File: src/rtl/lcd_panel_model_strobe.sv
// Enable-strobe falling-edge detector; holds the bus fields seen while the strobe was high.
module lcd_strobe_capture (
  input  logic       clk,
  input  logic       rst,
  input  logic       lcd_rs,
  input  logic       lcd_rw,
  input  logic       lcd_e,
  input  logic [7:0] lcd_data,
  output logic       txn_valid,
  output logic       txn_rs,
  output logic       txn_rw,
  output logic [7:0] txn_data
);

  logic       e_q;
  logic       rs_q;
  logic       rw_q;
  logic [7:0] data_q;

  always_ff @(posedge clk or negedge rst) begin
    if (!rst) begin
      e_q    <= 1'b0;
      rs_q   <= 1'b0;
      rw_q   <= 1'b0;
      data_q <= 8'h00;
    end else begin
      e_q    <= lcd_e;
      rs_q   <= lcd_rs;
      rw_q   <= lcd_rw;
      data_q <= lcd_data;
    end
  end

  assign txn_valid = e_q & ~lcd_e;
  assign txn_rs    = rs_q;
  assign txn_rw    = rw_q;
  assign txn_data  = data_q;

endmodule

File: config.mk
export PLATFORM = sky130hd
export DESIGN_NAME = lcd_strobe_capture
export DESIGN_NICKNAME = d
export VERILOG_FILES = /design/src/rtl/lcd_panel_model_strobe.sv
export SDC_FILE = /design/constraint.sdc
export NUM_CORES = 1
export LEC_CHECK = 0
export CAP_MARGIN = 5
export CORE_AREA = 2 2 39 41
export DETAILED_ROUTE_END_ITERATION = 8
export DIE_AREA = 0 0 41 43
export PLACE_DENSITY_LB_ADDON = 0.3
export SLEW_MARGIN = 20
export SYNTH_ARGS = -nofsm -noshare
export SYNTH_HDL_FRONTEND = slang
export SYNTH_SLANG_ARGS = --single-unit
File: constraint.sdc
create_clock -name clk -period 0.8 [get_ports clk]
set_clock_uncertainty 0.1 [all_clocks]
set_input_delay 0.12 -clock clk [delete_from_list [all_inputs] [get_ports clk]]
set_output_delay 0.12 -clock clk [all_outputs]
set_load 0.01 [all_outputs]
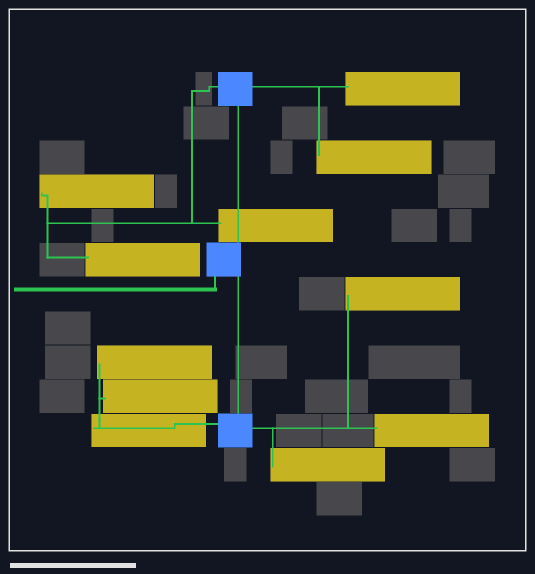
*Clock wires, drivers and flops, run 1*
The bar under the picture is 10 um long.
[yellow] flip-flops | count: 11
[green] clock wires | length: 140 um
[blue] cells driving clock nets | count: 3
routed clock nets: 4

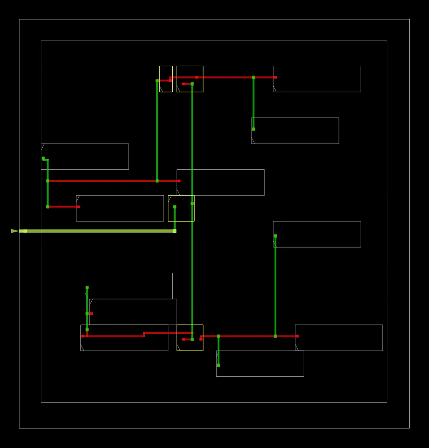
*Clock routing, run 1*
Flops: 11
number of clock sinks: 11
number of buffers added by the clock tree synthesis step: 3
Clock net power: 0.000359 W
clkbuf count: 4

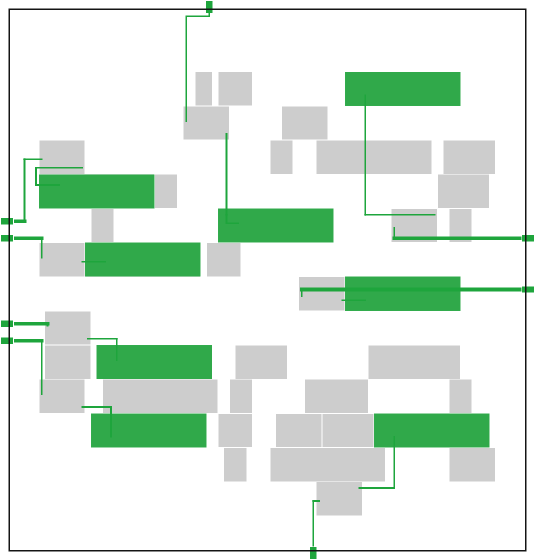
*Nets reached from selected ports, run 1*
| colour | port | bits | direction | edge | end cells | buffers | wire |
|---|---|---|---|---|---|---|---|
| green | lcd_data | 8 | input | 4 west, 2 east, 1 south, 1 north | 8 | 8 | 112 um |

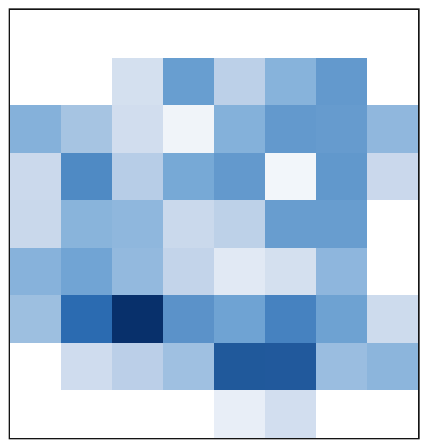
*Cell area per tile, run 1*
The die is cut into 8 by 9 equal tiles; white is low, dark blue is high, 0 to 100% covered.
fullest tile: 100%
nearly empty tiles: 28%
tiles over 75% full: 5.6%
mean over tiles: 30%
emptiest ninth of the die: north-west

==> results.txt, run 1 <==
The implementation run finished. Data on the critical path is required at its endpoint by roughly 580 ps. Number of buffers added for setup after CTS landed at 0. In this run the remaining antenna-violating nets after routing total 0. Number of H-tree levels landed at 1. Total via count in the routed design landed at 199.

After its last routability iteration, the placer logged a weighted congestion of around 0.6. Per the OpenROAD floorplan log, the area of the core is between 1000 and 1500 sq um. The wire-length estimate of the detail-placed layout is about 470 um. The final antenna diode tally reported by the flow is 0.

Warnings raised by the tools during the run amount to 28. The leakage power in the latest report is around 0.26 nW. The worst setup path is captured at an output pin.

Post-synthesis instance area landed at 289 sq um. Per the GRT congestion report, total overflow comes to 0. The root buffer cell chosen for the clock tree is clkbuf_4. The first routing iteration left 0 violations. Number of distinct library cells after synthesis landed at 2. Synthesized area per cell landed at ~24 sq um. Port buffering added 23 buffers. Floorplan row count landed at 14. On the reported timing paths, the clock transition at the registers reads approximately 70 ps. Power density over the cells landed at 1970 nW/um^2.

Entering global routing, the biggest net connects 12 pins. On the critical path the data arrives at between 800 and 900 ps. Yosys stat cell total landed at 12. Count of hold-fix buffers inserted at cts landed at 0. For this run, the detailed router's first-pass iteration total came to 1. Looking at the VDD voltage map, the peak drop is 0.973 mV.

TritonCTS built the clock tree. In the floorplan report the effective utilization is around a fifth. By instance count after routing, the leading logic cell type is clkdlybuf4s50_1. Synthesized netlist net count landed at 25. Synthesis-stage register bit count landed at 11. Synthesis warning total landed at 0.

The flow ran to the end, but the final reports show violations. Combinational cell area excluding buffers and inverters landed at approximately 14 sq um. Ranking logic cells in the layout by count gives the top entries clkdlybuf4s50_1 (12), dfrtp_1 (11), buf_2 (7), buf_6 (4), clkbuf_4 (3). Final hold violation count landed at 0. Setup violation total in the final timing report landed at 11. Layout cell share with drive strength beyond 1 landed at roughly two fifths. STA classifies the critical path startpoint as a register. Global-route usage over all layers landed at between 8 and 9%. Height of the die landed at around 43 um. Highest achievable clock rate landed at 0.935 GHz.

Sum of internal, switching and leakage power landed at 0.00109 W. Final setup slack of the worst path landed at -269 ps. Number of global-route vias before repair landed at approximately 220. Setup repair after global routing could not meet its margin everywhere. The transition time recorded at the tightest slew-check pin is 129 ps. Sequential elements use a little over nine tenths of the synthesized area. The initial antenna violation count came to 0. Total die size landed at around 1800 sq um.

No sink is reached through more buffers than the 2 on the longest clock path. Filler cell count landed at about 130. Gate count after technology mapping landed at 12. Between the synthesized netlist and the finished layout, the area growth was recorded as 92.2%. The first global-routing pass estimated about 930 um of wire. Clock period minus final worst setup slack landed at between 1000 and 1500 ps. Portion of the clock cycle consumed by the worst path in the final layout landed at 134%. For reference, the most critical setup path is categorized as register to output pin. Total area of sequential cells landed at 275 sq um.

The finished layout reports a core utilization of approximately two fifths. Peak fanout along the critical path landed at 1. Final routed wire length divided by cell count landed at 10.3 um. Aggregate negative setup slack landed at -1960 ps.

Remaining max-slew budget at the tightest pin landed at 91.4%. The final layout contains routed wiring with a total length of ~570 um. The chip area line in the Yosys stat output reads ~290 sq um. Number of top-level pins landed at 24.

The script logs the ratio of routed vias to standard cells as about 3.6. Number of nets in the final layout landed at around 54. From left edge to right edge, the die measures ~40 um. The tool flagged a number of max-cap violations equal to 0. In this run, post-CTS repair resized a total of about 45 instances. Number of remaining DRC errors landed at 0. Final-report max-slew violation count landed at 0. The path class of the tightest hold or removal check is primary input to async pin.

The final reports fail on negative setup slack.
[run 1: area by class of cell]
cell class / count / share of cell area, %
Timing Repair Buffer: 24 / 39.6
Tap cell: 16 / 3.60
Multi-Input combinational cell: 1 / 2.48
Sequential cell: 11 / 49.5
Clock buffer: 4 / 4.73
[run 1: routing by layer]
metal	GRT usage, %	part of all wire, %
met1	7.31	29
met2	13.8	56
met3	4.19	15
met4	8.00	0
met5	0	0
[run 1: power breakdown]
group | switching, W | internal [W] | total, W
Clock | 0.000167 | 0.000192 | 0.000359
Combinational | 0.0000465 | 0.0000948 | 0.000141
Sequential | 0.00000782 | 0.000584 | 0.000592
Total | 0.000221 | 0.000871 | 0.00109
[run 1: registers in the layout, summed over array words and instances (netlist names)]
signal	cells
txn_rw	1
e_q	1
txn_data	8
txn_rs	1
[run 1: critical path: stages, from the launching register on]
cell,delay (ps)
dfrtp_1,360
nor2b_4,120
buf_6,110
[run 1: path summary, 6_finish.rpt]
check | startpoint | end | slack [ps]
setup / recovery | e_q | txn_valid | -270
hold / removal | rst | txn_rw | 90
max in group asynchronous | rst | txn_data[7] | 400
min in group clk | lcd_data[3] | txn_data[3] | 190
[run 1: synthesized netlist by cell type]
| library cell | instances | area share, % |
|---|---|---|
| nor2b_4 | 1 | 4.8 |
| dfrtp_1 | 11 | 95 |
[run 1: kinds of logic after synthesis]
kind of cell  count (synthesis)  share of synthesized area [%]
flops                        11                           95.2
simple gates                  1                           4.76
[run 1: per-stage QoR]
| stage | std cells | worst slack [ps] | cell area [sq um] | hold slack (ps) |
|---|---|---|---|---|
| global route | 56 | -319 | 556 | 94.7 |
| finish | 56 | -269 | 556 | 89.5 |
| global placement | 52 | -638 | 559 | 359 |
| detailed placement | 52 | -648 | 559 | 365 |
| CTS | 56 | -290 | 537 | 86.6 |
| floorplan | 12 | 121 | 289 | -276 |
### Routed metal, one colour a layer, run 1

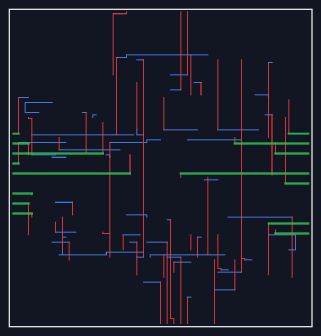

==> run 1 -> run 2 <==
--- a/config.mk
+++ b/config.mk
@@ -6,10 +6,12 @@
 export NUM_CORES = 1
 export LEC_CHECK = 0
 export CAP_MARGIN = 5
-export CORE_AREA = 2 2 39 41
+export CELL_PAD_IN_SITES_DETAIL_PLACEMENT = 1
+export CELL_PAD_IN_SITES_GLOBAL_PLACEMENT = 2
+export CORE_UTILIZATION = 15
 export DETAILED_ROUTE_END_ITERATION = 8
-export DIE_AREA = 0 0 41 43
 export PLACE_DENSITY_LB_ADDON = 0.3
+export REMOVE_ABC_BUFFERS = 1
 export SLEW_MARGIN = 20
 export SYNTH_ARGS = -nofsm -noshare
 export SYNTH_HDL_FRONTEND = slang
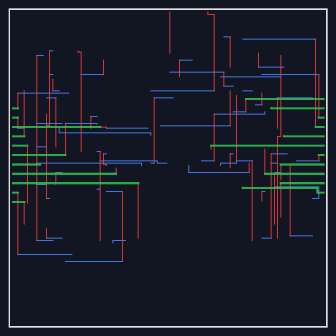
*Routed metal, one colour a layer, run 2*
| colour | layer | wire length |
|---|---|---|
| red | met2 | 325 um |
| blue | met1 | 223 um |
| green | met3 | 141 um |

==> results.txt, run 2 <==
The implementation run finished. The worst setup path is of the register to output pin kind. For this run, the detailed router's first-pass iteration total came to 1. The initial antenna violation count came to 0. Buffer depth of the longest clock path landed at 2.

Peak fanout along the critical path landed at 1. CTS saw 11 sinks. STA classifies the critical path endpoint as an output pin. Global routing finished with a remaining overflow of 0. Pre-CTS setup slack landed at -653 ps. The slowest stage of the critical path is the dfrtp_1 cell.

Buffering stage count on the worst path with inverters included landed at 1. The CTS report gives the tree buffer count as 3. Synthesis warning total landed at 0. TritonCTS built the clock tree.

Hold timing on the final database bottoms out at a slack of 81.3 ps. For this run, the post-layout net count is around 54. STA classifies the critical path startpoint as a register. DRC marker count from the first detailed-route iteration landed at 0. Total die size landed at 2110 sq um.

The worst path uses 134% of the clock period. Synthesis-stage register bit count landed at 11. Global routing consumed, on the met2 layer, 11.8% of the routing resources. Setup repair after global routing could not meet its margin everywhere.

The tree is rooted in a clkbuf_4. Antenna violation net count after detailed routing landed at 0. Global-route usage over all layers landed at 7.36%. Relative area change from synthesis to final layout landed at 96.1%.

The run finished, with violations left. Number of flip-flops in the largest register landed at 8. The number of global-route vias before repair came to between 200 and 250. Net switching is 20.7% of the power. Counting flops with a built-in enable in the synthesized netlist gives 0.

CTS clock-pin slew for the worst setup and hold paths landed at around 70 ps. Highest achievable clock rate landed at roughly 0.93 GHz. Final setup slack of the worst path landed at -274 ps. Clock network fraction of design power landed at approximately a third. Synthesis produced 12 cells. The checks that failed: negative setup slack.

The congestion estimate from routability-driven global placement came to around 0.63. Setup violation total in the final timing report landed at 11. Power spread over the standard cell area amounts to between 1500 and 2000 nW/um^2. Headroom to the max-slew limit came out at between 90 and 100%. The floorplan step set the die height to approximately 46 um. Leaving out fill and tap cells, the most frequent cells in the layout are clkdlybuf4s50_1 (12), dfrtp_1 (11), buf_2 (7), buf_6 (4), clkbuf_4 (3).

Slew at the pin closest to its max-slew limit landed at around 130 ps. Sequential cells account for 53.9% of the total power. The total area inside the core boundary comes to roughly 1800 sq um. In this run the horizontal extent of the chip is between 40 and 50 um. The finished layout holds approximately 65 standard cells, fillers aside. Per STA, the worst path is made up of nor2b_4, buf_6. Summed over all layers, the routed wires come to roughly 700 um. Looking at the global route congestion table, the highest-usage layer is met2. Met3 track demand over resource landed at ~9%. Number of distinct library cells after synthesis landed at 2.

Hold-check failures listed in the final report amount to 0. Max-slew check failures listed in the final report amount to 0. Number of instances resized during post-cts repair landed at between 40 and 50. Met1 usage in global routing landed at approximately 6%.

For this design, Yosys synthesis ends with a cell count of 12. Synthesized area per cell landed at 24.1 sq um. Share of Yosys cell area claimed by the top area cell type landed at 95.2%.

Critical path's largest stage delay landed at between 300 and 400 ps. Initial core utilization landed at ~16%.
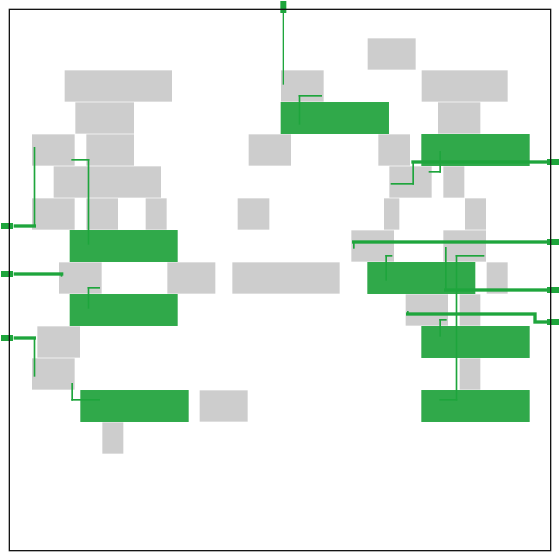
*Nets reached from selected ports, run 2*
| colour | port | bits | direction | edge | end cells | buffers | wire |
|---|---|---|---|---|---|---|---|
| green | lcd_data | 8 | input | 4 east, 3 west, 1 north | 8 | 8 | 122 um |
number of primary I/O pins: 24
buffers added on ports: 23

## run 2: logic make-up (layout without fill, tap and decap cells)
logic type    count (synthesis)  count (layout)  share of synthesized area, %
flops                        11              11                          95.2
simple gates                  1               1                          4.76
buf+inv                       0              28                             0
## run 2: power by group through the flow
stage | Sequential, W | Combinational, W | Clock [W]
4_1_cts | 0.000591 | 0.000142 | 0.000393
6_report | 0.000592 | 0.000144 | 0.000362
5_1_grt | 0.000594 | 0.000155 | 0.000426
3_5_place_dp | 0.000603 | 0.000162 | 0
3_3_place_gp | 0.000602 | 0.000159 | 0
2_1_floorplan | 0.000616 | 0.00000616 | 0
## run 2: worst paths after layout
path | start | cells past startpoint | endpoint | slack, ps
hold / removal | rst | 2 | txn_rs | 80
max in group asynchronous | rst | 2 | txn_data[3] | 410
min in group clk | lcd_data[0] | 1 | txn_data[0] | 190
setup / recovery | e_q | 2 | txn_valid | -270
## run 2: routing by layer
layer  up-vias  share of wire (%)  routed length (um)
met2        22                 47                 324
met4         0                  0                   0
met1       101                 32                 223
met5         -                  0                   0
li1         94                  -                   -
met3         0                 20                 141
## run 2: area by class of cell
type	instances	share of cell area [%]
sequential	11	48.6
timing repair buffer	24	38.9
tap	25	5.52
clock buffer	4	4.64
multi-input combinational	1	2.43
## run 2: metrics by stage
step                cell area (sq um)  utilization (%)  power, W
floorplan                         289                -  0.000623
global placement                  571             32.3  0.000760
detailed placement                571             32.3  0.000766
CTS                               554             31.4   0.00113
global route                      567             32.1   0.00118
finish                            567             32.1   0.00110
No activity file was given, so power comes from the tool's default toggle rates.
